**src/rtl/ofifo_pkg.sv**
```systemverilog
// Shared defaults and helpers for the output FIFO that collects
// per-column partial sums from the MAC array.
package ofifo_pkg;

   localparam int unsigned COL         = 8;
   localparam int unsigned BW_PSUM     = 22;
   localparam int unsigned OFIFO_DEPTH = 8;

   // Pointer width for a power-of-two depth; never narrower than one bit.
   function automatic int unsigned ptr_width(input int unsigned d);
      return (d < 2) ? 1 : $clog2(d);
   endfunction

endpackage

```
**src/rtl/ofifo_lane.sv**
```systemverilog
// One psum lane: a circular buffer with show-ahead head, occupancy
// count and a drop flag for writes that hit a full buffer.
module ofifo_lane
   import ofifo_pkg::*;
#(
   parameter int unsigned bw    = BW_PSUM,
   parameter int unsigned depth = OFIFO_DEPTH
) (
   input  logic          clk,
   input  logic          reset,
   input  logic [bw-1:0] data,
   input  logic          wr,
   input  logic          rd_en,
   output logic [bw-1:0] head,
   output logic          empty,
   output logic          full,
   output logic          drop
);

   localparam int unsigned aw = ptr_width(depth);
   localparam int unsigned cw = aw + 1;
   localparam logic [cw-1:0] full_cnt = cw'(depth);

   logic [bw-1:0] mem [depth];

   logic [aw-1:0] wr_ptr_q, wr_ptr_d;
   logic [aw-1:0] rd_ptr_q, rd_ptr_d;
   logic [cw-1:0] count_q, count_d;
   logic          push;
   logic          pop;

   always_comb begin
      empty = (count_q == '0);
      full  = (count_q == full_cnt);
      pop   = rd_en & ~empty;
      // A pop in the same cycle frees the slot the write lands in.
      push  = wr & (~full | pop);
      drop  = wr & full & ~pop;

      wr_ptr_d = wr_ptr_q;
      rd_ptr_d = rd_ptr_q;
      count_d  = count_q;

      if (push) wr_ptr_d = wr_ptr_q + aw'(1);
      if (pop)  rd_ptr_d = rd_ptr_q + aw'(1);

      unique case ({push, pop})
         2'b10:   count_d = count_q + cw'(1);
         2'b01:   count_d = count_q - cw'(1);
         default: count_d = count_q;
      endcase
   end

   always_ff @(posedge clk or posedge reset) begin
      if (reset) begin
         wr_ptr_q <= '0;
         rd_ptr_q <= '0;
         count_q  <= '0;
      end else begin
         wr_ptr_q <= wr_ptr_d;
         rd_ptr_q <= rd_ptr_d;
         count_q  <= count_d;
      end
   end

   // Storage is not reset; head is only meaningful while the lane is non-empty.
   always_ff @(posedge clk) begin
      if (push) mem[wr_ptr_q] <= data;
   end

   assign head = mem[rd_ptr_q];

endmodule

```
**src/rtl/ofifo.sv**
```systemverilog
// Output FIFO: col independent psum lanes written with per-lane strobes
// and popped together once every lane holds data.
module ofifo
   import ofifo_pkg::*;
#(
   parameter int unsigned col     = COL,
   parameter int unsigned bw_psum = BW_PSUM,
   parameter int unsigned depth   = OFIFO_DEPTH
) (
   input  logic                   clk,
   input  logic                   reset,
   input  logic [col*bw_psum-1:0] in,
   input  logic [col-1:0]         wr,
   input  logic                   rd,
   output logic [col*bw_psum-1:0] out,
   output logic                   o_valid,
   output logic                   o_full,
   output logic                   o_ready,
   output logic                   o_ovf
);

   logic [col-1:0] empty_vec;
   logic [col-1:0] full_vec;
   logic [col-1:0] drop_vec;
   logic           rd_en;
   logic           ovf_q;

   for (genvar c = 0; c < col; c++) begin : g_lane
      ofifo_lane #(
         .bw    (bw_psum),
         .depth (depth)
      ) u_lane (
         .clk   (clk),
         .reset (reset),
         .data  (in[c*bw_psum +: bw_psum]),
         .wr    (wr[c]),
         .rd_en (rd_en),
         .head  (out[c*bw_psum +: bw_psum]),
         .empty (empty_vec[c]),
         .full  (full_vec[c]),
         .drop  (drop_vec[c])
      );
   end

   always_comb begin
      o_valid = ~|empty_vec;
      o_full  = |full_vec;
      o_ready = ~o_full;
      // Lanes pop in lockstep so column alignment is preserved.
      rd_en   = rd & o_valid;
      o_ovf   = ovf_q;
   end

   always_ff @(posedge clk or posedge reset) begin
      if (reset) begin
         ovf_q <= 1'b0;
      end else if (|drop_vec) begin
         ovf_q <= 1'b1;
      end
   end

endmodule

```
**config.mk**
```make
export PLATFORM = sky130hd
export DESIGN_NAME = ofifo
export DESIGN_NICKNAME = d
export VERILOG_FILES = /design/src/rtl/ofifo_pkg.sv /design/src/rtl/ofifo_lane.sv /design/src/rtl/ofifo.sv
export SDC_FILE = /design/constraint.sdc
export NUM_CORES = 1
export LEC_CHECK = 0
export CAP_MARGIN = 20
export CORE_MARGIN = 1
export CORE_UTILIZATION = 42
export CTS_CLUSTER_DIAMETER = 40
export CTS_CLUSTER_SIZE = 12
export DETAILED_ROUTE_END_ITERATION = 16
export SLEW_MARGIN = 20
export SYNTH_ARGS = -nofsm -noshare
export SYNTH_HDL_FRONTEND = slang
export SYNTH_SLANG_ARGS = --single-unit
export TNS_END_PERCENT = 20
```
**constraint.sdc**
```tcl
create_clock -name clk -period 9.5 [get_ports clk]
set_input_delay 2.375 -clock clk [delete_from_list [all_inputs] [get_ports clk]]
set_output_delay 2.375 -clock clk [all_outputs]
set_load 0.02 [all_outputs]
```
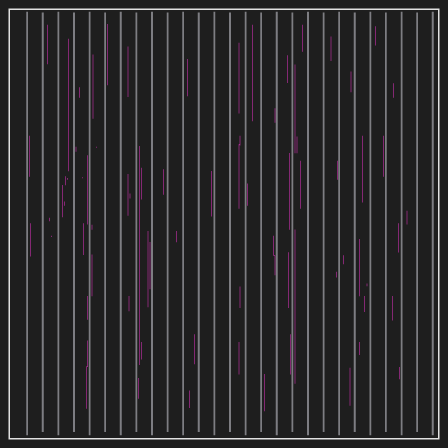
Run 1: M4 wires
Supply wires on this layer in gray.
- longest straight run: 190 um
- share of all routed wire: 2.0%
- main direction: vertical
via count: 26700
total wirelength of the detailed-routed design: 120 mm

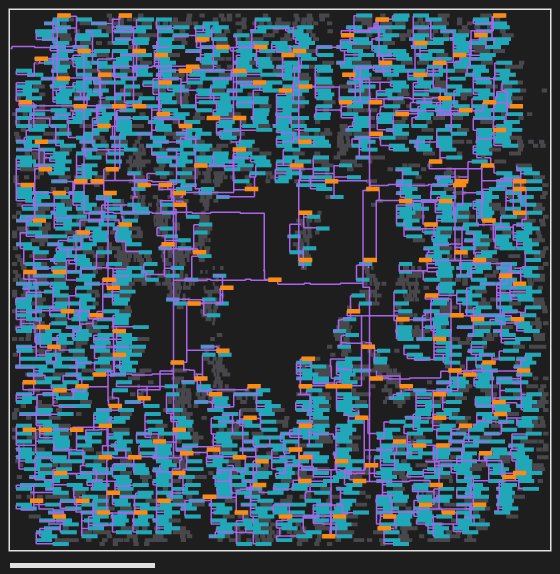
Run 1: clock network drawn from the DEF
Bar = 100 um.
- purple: clock wires (length 17400 um)
- orange: cells driving clock nets (count 186)
- cyan: flip-flops (count 1489)
- routed clock nets: 187
- flops lie: widely spread

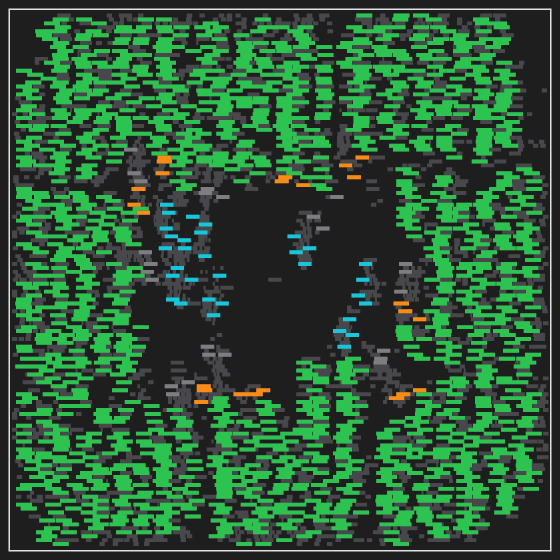
Run 1: register map, names as in the netlist
Other sequential cells in the stronger gray, the rest of the logic in the fainter gray.
- green: g_lane.u_lane.mem (sequential cells 1408; where widely spread)
- orange: g_lane.u_lane.rd_ptr_q (sequential cells 24)
- cyan: g_lane.u_lane.count_q (sequential cells 32)
- not colored: 25

==> results.txt, run 1 <==
Implementation progress

The post-synthesis average cell area stands at 22.8 sq um. The flow ran to the end, and the final reports show no timing, DRC or antenna violations. The filler cell count stands at 10600.

In this run the critical register-to-register path is captured at g_lane[4].u_lane.count_q[2]. The count of synthesis-stage warnings from yosys stands at 0. The number of H-tree branching levels stands at 4. The synthesized design contains 1408 enable-type register cells. The post-cts repair resize count stands at 0. Walking the critical path from launch to capture passes 4 cell instances.

The stage delay of the slowest cell on the critical path stands at 0.67 ns. The most common cell in the synthesized netlist is edfxtp_1. The non-filler instance count after layout stands at 4977. The aggregate global routing overflow stands at 0.

The horizontal die dimension reported for this design is 372 um. Per the repair_timing log after CTS, setup buffers inserted total 0. Of the cells placed in the final design, the portion with a size suffix greater than 1 is 0.314. For met1 alone, demand over resource in global routing was 0.225.

In this design, the largest share of critical-path delay is due to buffers and inverters. At the pin with the least slew margin, the transition time is 0.968 ns. The arrival time of data at the worst endpoint is listed as 3.62 ns. The insertion delay of the later-clocked pin in the worst-skew pair stands at 0.79 ns. For this run, asynchronously set or reset flops after synthesis account for 0.0544. Setup repair after global routing left no endpoint under its margin. In this run the remaining antenna-violating nets after routing total 0. The number of distinct library cells after synthesis stands at 47. STA classifies the critical path endpoint as a primary output. Internal power comes to 16.2 mW. The worst setup path is launched from a register. The via count of the first global-routing pass was 29100. The clock buffer count from CTS stands at 186. After routing the design area is 0.0699 sq mm. The number of violations reported at the end of detailed-routing iteration 0 stands at 1681. The share of the synthesized area in the top cell type stands at 0.734.

The worst-case clock buffer depth stands at 3. The worst register-to-register path begins at g_lane[0].u_lane.count_q[1]. The synthesized instance count stands at 2532. Per the OpenROAD floorplan log, the height of the die is 372 um. The growth of design area from synthesis to finish stands at 21.3%.
-- run 1: metal layers --
metal / routed length [um] / part of all wire
met3: 6660 / 0.055
met1: 50000 / 0.42
met2: 61100 / 0.51
met5: 127 / 0.0011
met4: 2370 / 0.020
-- run 1: worst register-to-register path, delay by kind of cell (launching register included) --
family / cells / cell delay (ns)
xor+xnor: 3 / 0.48
compound gates: 2 / 0.52
fa+ha+maj: 2 / 0.55
flops: 1 / 0.47
buf+inv: 2 / 0.84
simple gates: 5 / 1.19
-- run 1: state kept, by name, indices dropped and copies added, names as in the netlist --
name / cells
g_lane.u_lane.rd_ptr_q: 24
o_ovf: 1
g_lane.u_lane.count_q: 32
g_lane.u_lane.mem: 1408
g_lane.u_lane.wr_ptr_q: 24
-- run 1: layout make-up --
| class | instances | area (sq um) | share of cell area |
|---|---|---|---|
| Clock buffer | 221 | 4930 | 0.0706 |
| Clock inverter | 112 | 1060 | 0.0152 |
| Tap cell | 1781 | 2230 | 0.0319 |
| Sequential cell | 1489 | 44300 | 0.634 |
| Timing Repair Buffer | 441 | 4240 | 0.0607 |
| Inverter | 18 | 72.6 | 0.00104 |
| Multi-Input combinational cell | 913 | 13000 | 0.186 |
| Antenna cell | 2 | 5.00 | 0.0000716 |
-- run 1: logic make-up (layout without fill, tap and decap cells) --
| logic type | after synthesis | in the layout | share of synthesized area |
|---|---|---|---|
| flops | 1489 | 1489 | 0.769 |
| buf+inv | 130 | 792 | 0.0103 |
| other cells | 0 | 2 | 0 |
| fa+ha+maj | 40 | 40 | 0.00895 |
| xor+xnor | 66 | 66 | 0.0100 |
| mux | 552 | 552 | 0.177 |
| simple gates | 184 | 184 | 0.0171 |
| compound gates | 71 | 71 | 0.00786 |
## Run 2: what changed since run 1
clock period = 5.7 ns   (was 9.5 ns; I/O delays follow)
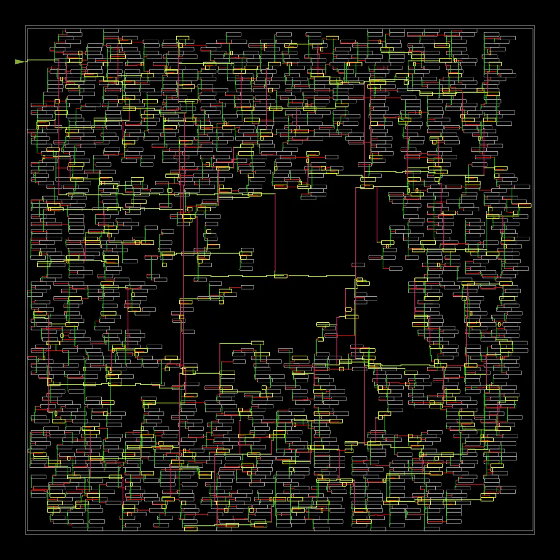
Run 2: clock wiring as the flow saved it
worst skew pair latency: 0.80 ns
power in the clock group: 12.9 mW

==> results.txt, run 2 <==
Implementation progress

The sort of element at the start of the critical path was a register (unchanged). Top flop regs: g_lane.u_lane.mem x1408, g_lane.u_lane.count_q x32 (unchanged). The async set or reset register ratio after synthesis came to 0.0544 (unchanged).

The final wirelength was 123 mm (was 120 mm). The growth of design area from synthesis to finish is 23.3% (was 21.3%). The most numerous cell in the Yosys netlist was edfxtp_1 (unchanged). The share of the synthesized area in the top cell type stands at 0.734 (unchanged).

The highest metal layer with signal wires is met5 (unchanged). The detailed-route via count stands at 27100 (was 26700). The post-synthesis average cell area is 22.8 sq um (unchanged). The number of violations reported at the end of detailed-routing iteration 0 is 1604 (was 1681).

The count of synthesis-stage warnings from yosys is 0 (unchanged). The kind of cell adding the most delay to the critical path is flip-flops (was buffers and inverters). The met1 routed wirelength after detailed routing stands at 50.3 mm (was 50.0 mm). The worst-case clock buffer depth stands at 3 (unchanged). The post-cts repair resize count stands at 0 (unchanged). The endpoint type of the worst setup path is a primary output (unchanged). The number of synthesized flops with an enable pin stands at 1408 (unchanged). The cell-internal power stands at 28.3 mW (was 16.2 mW).

The number of buffers inserted by post-CTS setup repair stands at 0 (unchanged). The fraction of layout instances using a drive strength above 1 stands at 0.329 (was 0.314). RSZ-0062 raised after global routing: no (unchanged). The met1 usage is 0.227 (was 0.225). The stage delay of the slowest cell on the critical path stands at 0.98 ns (was 0.67 ns).

The aggregate global routing overflow stands at 0 (unchanged). The die height stands at 372 um (unchanged). The synthesized instance count stands at 2532 (unchanged).

Result of the run: completed (unchanged). The horizontal extent of the die stands at 372 um (unchanged). The endpoint arrival time on the critical path stands at 3.54 ns (was 3.62 ns). The launch instance of the worst register-to-register path is g_lane[5].u_lane.count_q[1] (was g_lane[0].u_lane.count_q[1]). The number of distinct library cells after synthesis stands at 47 (unchanged). The via count of the first global-routing pass stands at 29600 (was 29100). The transition time at the pin with the least slew margin came to 1.13 ns (was 0.968 ns).
[run 2: cell counts after synthesis]
No cell type changed its count.
[run 2: kinds of logic (layout without fill, tap and decap cells)]
kind of cell / Yosys count / in the layout / synth area share
DFF: 1489 / 1489 / 0.769
muxes: 552 / 552 / 0.177
and+or+nand+nor: 184 / 184 / 0.0171
buffers and inverters: 130 / 842 / 0.0103
AOI/OAI and AO/OA: 71 / 71 / 0.00786
xor gates and xnor gates: 66 / 66 / 0.0100
adders and majority gates: 40 / 40 / 0.00895
other: 0 / 4 / 0
[run 2: area by class of cell]
type	count	area (sq um)
Timing Repair Buffer	457	4360
Sequential cell	1489	44300
Tap cell	1781	2230
Inverter	18	72.6
Antenna cell	4	10.0
Multi-Input combinational cell	913	13000
Fill cell	10500	64800
Clock inverter	144	1910
Clock buffer	223	5140
[run 2: how the worst max path moves through the flow]
stage	from	endpoint	slack, ns	cells past startpoint
2_1_floorplan	rd	g_lane[3].u_lane.mem[4][0]	1.21	6
3_3_place_gp	rd	g_lane[4].u_lane.count_q[2]	1.34	11
3_5_place_dp	rd	g_lane[1].u_lane.count_q[2]	1.33	12
4_1_cts	g_lane[5].u_lane.rd_ptr_q[0]	out[124]	0.58	4
5_1_grt	g_lane[5].u_lane.rd_ptr_q[0]	out[123]	0.49	4
6_report	g_lane[5].u_lane.rd_ptr_q[0]	out[124]	0.74	4
[run 2: stage by stage]
| stage | utilization | std cells | setup slack (ns) |
|---|---|---|---|
| after floorplan | - | 2532 | 1.21 |
| after global placement | 0.471 | 4658 | 1.34 |
| after detailed placement | 0.471 | 4658 | 1.33 |
| after CTS | 0.523 | 5025 | 0.584 |
| after global routing | 0.523 | 5027 | 0.486 |
| final | 0.523 | 5029 | 0.739 |
## Run 3: what changed since run 2
GPL_ROUTABILITY_DRIVEN = 0   (was default)
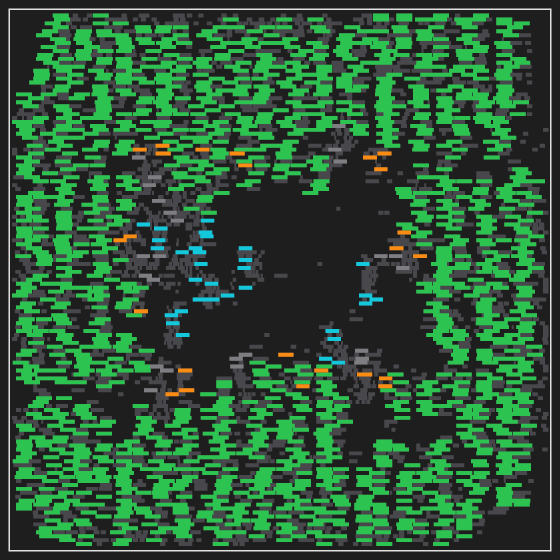
Run 3: register map, names as in the netlist
Other sequential cells in the stronger gray, the rest of the logic in the fainter gray.
- cyan: g_lane.u_lane.count_q (sequential cells 32)
- orange: g_lane.u_lane.rd_ptr_q (sequential cells 24)
- green: g_lane.u_lane.mem (sequential cells 1408; where widely spread)
- not colored: 25

==> results.txt, run 3 <==
Implementation progress

The growth of design area from synthesis to finish stands at 23.3% (unchanged). Result of the run: completed (unchanged). The remaining antenna violation count after routing stands at 0 (unchanged). The fraction of layout instances using a drive strength above 1 came to 0.329 (unchanged).

The capturing point of the worst reg2reg path is g_lane[4].u_lane.count_q[3] (unchanged). The count of synthesis-stage warnings from yosys was 0 (unchanged). The area fraction in and, or, nand and nor cells stands at 0.0171 (unchanged). The synthesized instance count came to 2532 (unchanged). The sort of element at the start of the critical path is a register (unchanged). The horizontal extent of the die stands at 372 um (unchanged). The most numerous cell in the Yosys netlist was edfxtp_1 (unchanged). The async set or reset register ratio after synthesis is 0.0544 (unchanged). The worst setup path startpoint was g_lane[5].u_lane.rd_ptr_q[0] (unchanged). RSZ-0062 raised after global routing: no (unchanged). The stage delay of the slowest cell on the critical path stands at 0.98 ns (about the same).

The flip-flop count of the largest register, all copies and words added is 1408 (unchanged). The post-cts repair resize count stands at 0 (unchanged). The number of H-tree branching levels stands at 4 (unchanged). The number of distinct library cells after synthesis stands at 47 (unchanged). The area fraction in mux cells stands at 0.177 (unchanged).

The kind of cell adding the most delay to the critical path is flip-flops (unchanged). The number of synthesized flops with an enable pin was 1408 (unchanged). The share of the synthesized area in the top cell type is 0.734 (unchanged).
run 3: cell counts after synthesis:
Identical to the previous run, type by type.
run 3: routing by layer:
| metal | global-route usage | routed length [um] |
|---|---|---|
| met1 | 0.227 | 50300 |
| met2 | 0.302 | 62400 |
| met3 | 0.0483 | 7810 |
| met4 | 0.0524 | 2400 |
| met5 | 0 | 153 |
run 3: logic make-up after synthesis:
group	count (synthesis)
fa+ha+maj	40
simple gates	184
compound gates	71
flops	1489
buf+inv	130
xor+xnor	66
mux	552
run 3: final cells by class:
type	count	area (sq um)
sequential	1489	44300
clock inverter	144	1910
antenna	4	10.0
tap	1781	2230
clock buffer	223	5140
fill	10500	64800
timing repair buffer	457	4360
multi-input combinational	913	13000
inverter	18	72.6
run 3: worst register-to-register path: stages, from the launching register on:
cell and delay, ns:
dfrtp_1 0.46, nor4_1 0.85, nor4_1 0.24, and2_4 0.22, nand2_4 0.10, inv_4 0.23
o21ai_0 0.58, ha_1 0.39, nand3b_1 0.12, a21oi_1 0.19, nor3_1 0.07, nor3_1 0.30
xor2_1 0.22
run 3: per-stage QoR:
step	hold WS, ns	worst slack, ns	util
6_report	0.468	0.739	0.523
2_1_floorplan	0.468	1.21	-
3_5_place_dp	0.468	1.33	0.471
4_1_cts	0.475	0.584	0.523
5_1_grt	0.520	0.486	0.523
3_3_place_gp	0.465	1.34	0.471
run 3: where the power goes:
part | total, mW | switching [mW] | internal (mW) | leakage (nW)
clock | 12.9 | 4.78 | 8.12 | 3.39
sequential | 15.4 | 1.49 | 13.9 | 13.7
combinational | 12.5 | 6.15 | 6.33 | 6.06
total | 40.8 | 12.4 | 28.3 | 23.2
Power figures rest on the tool's default switching activity, not on a simulated workload.
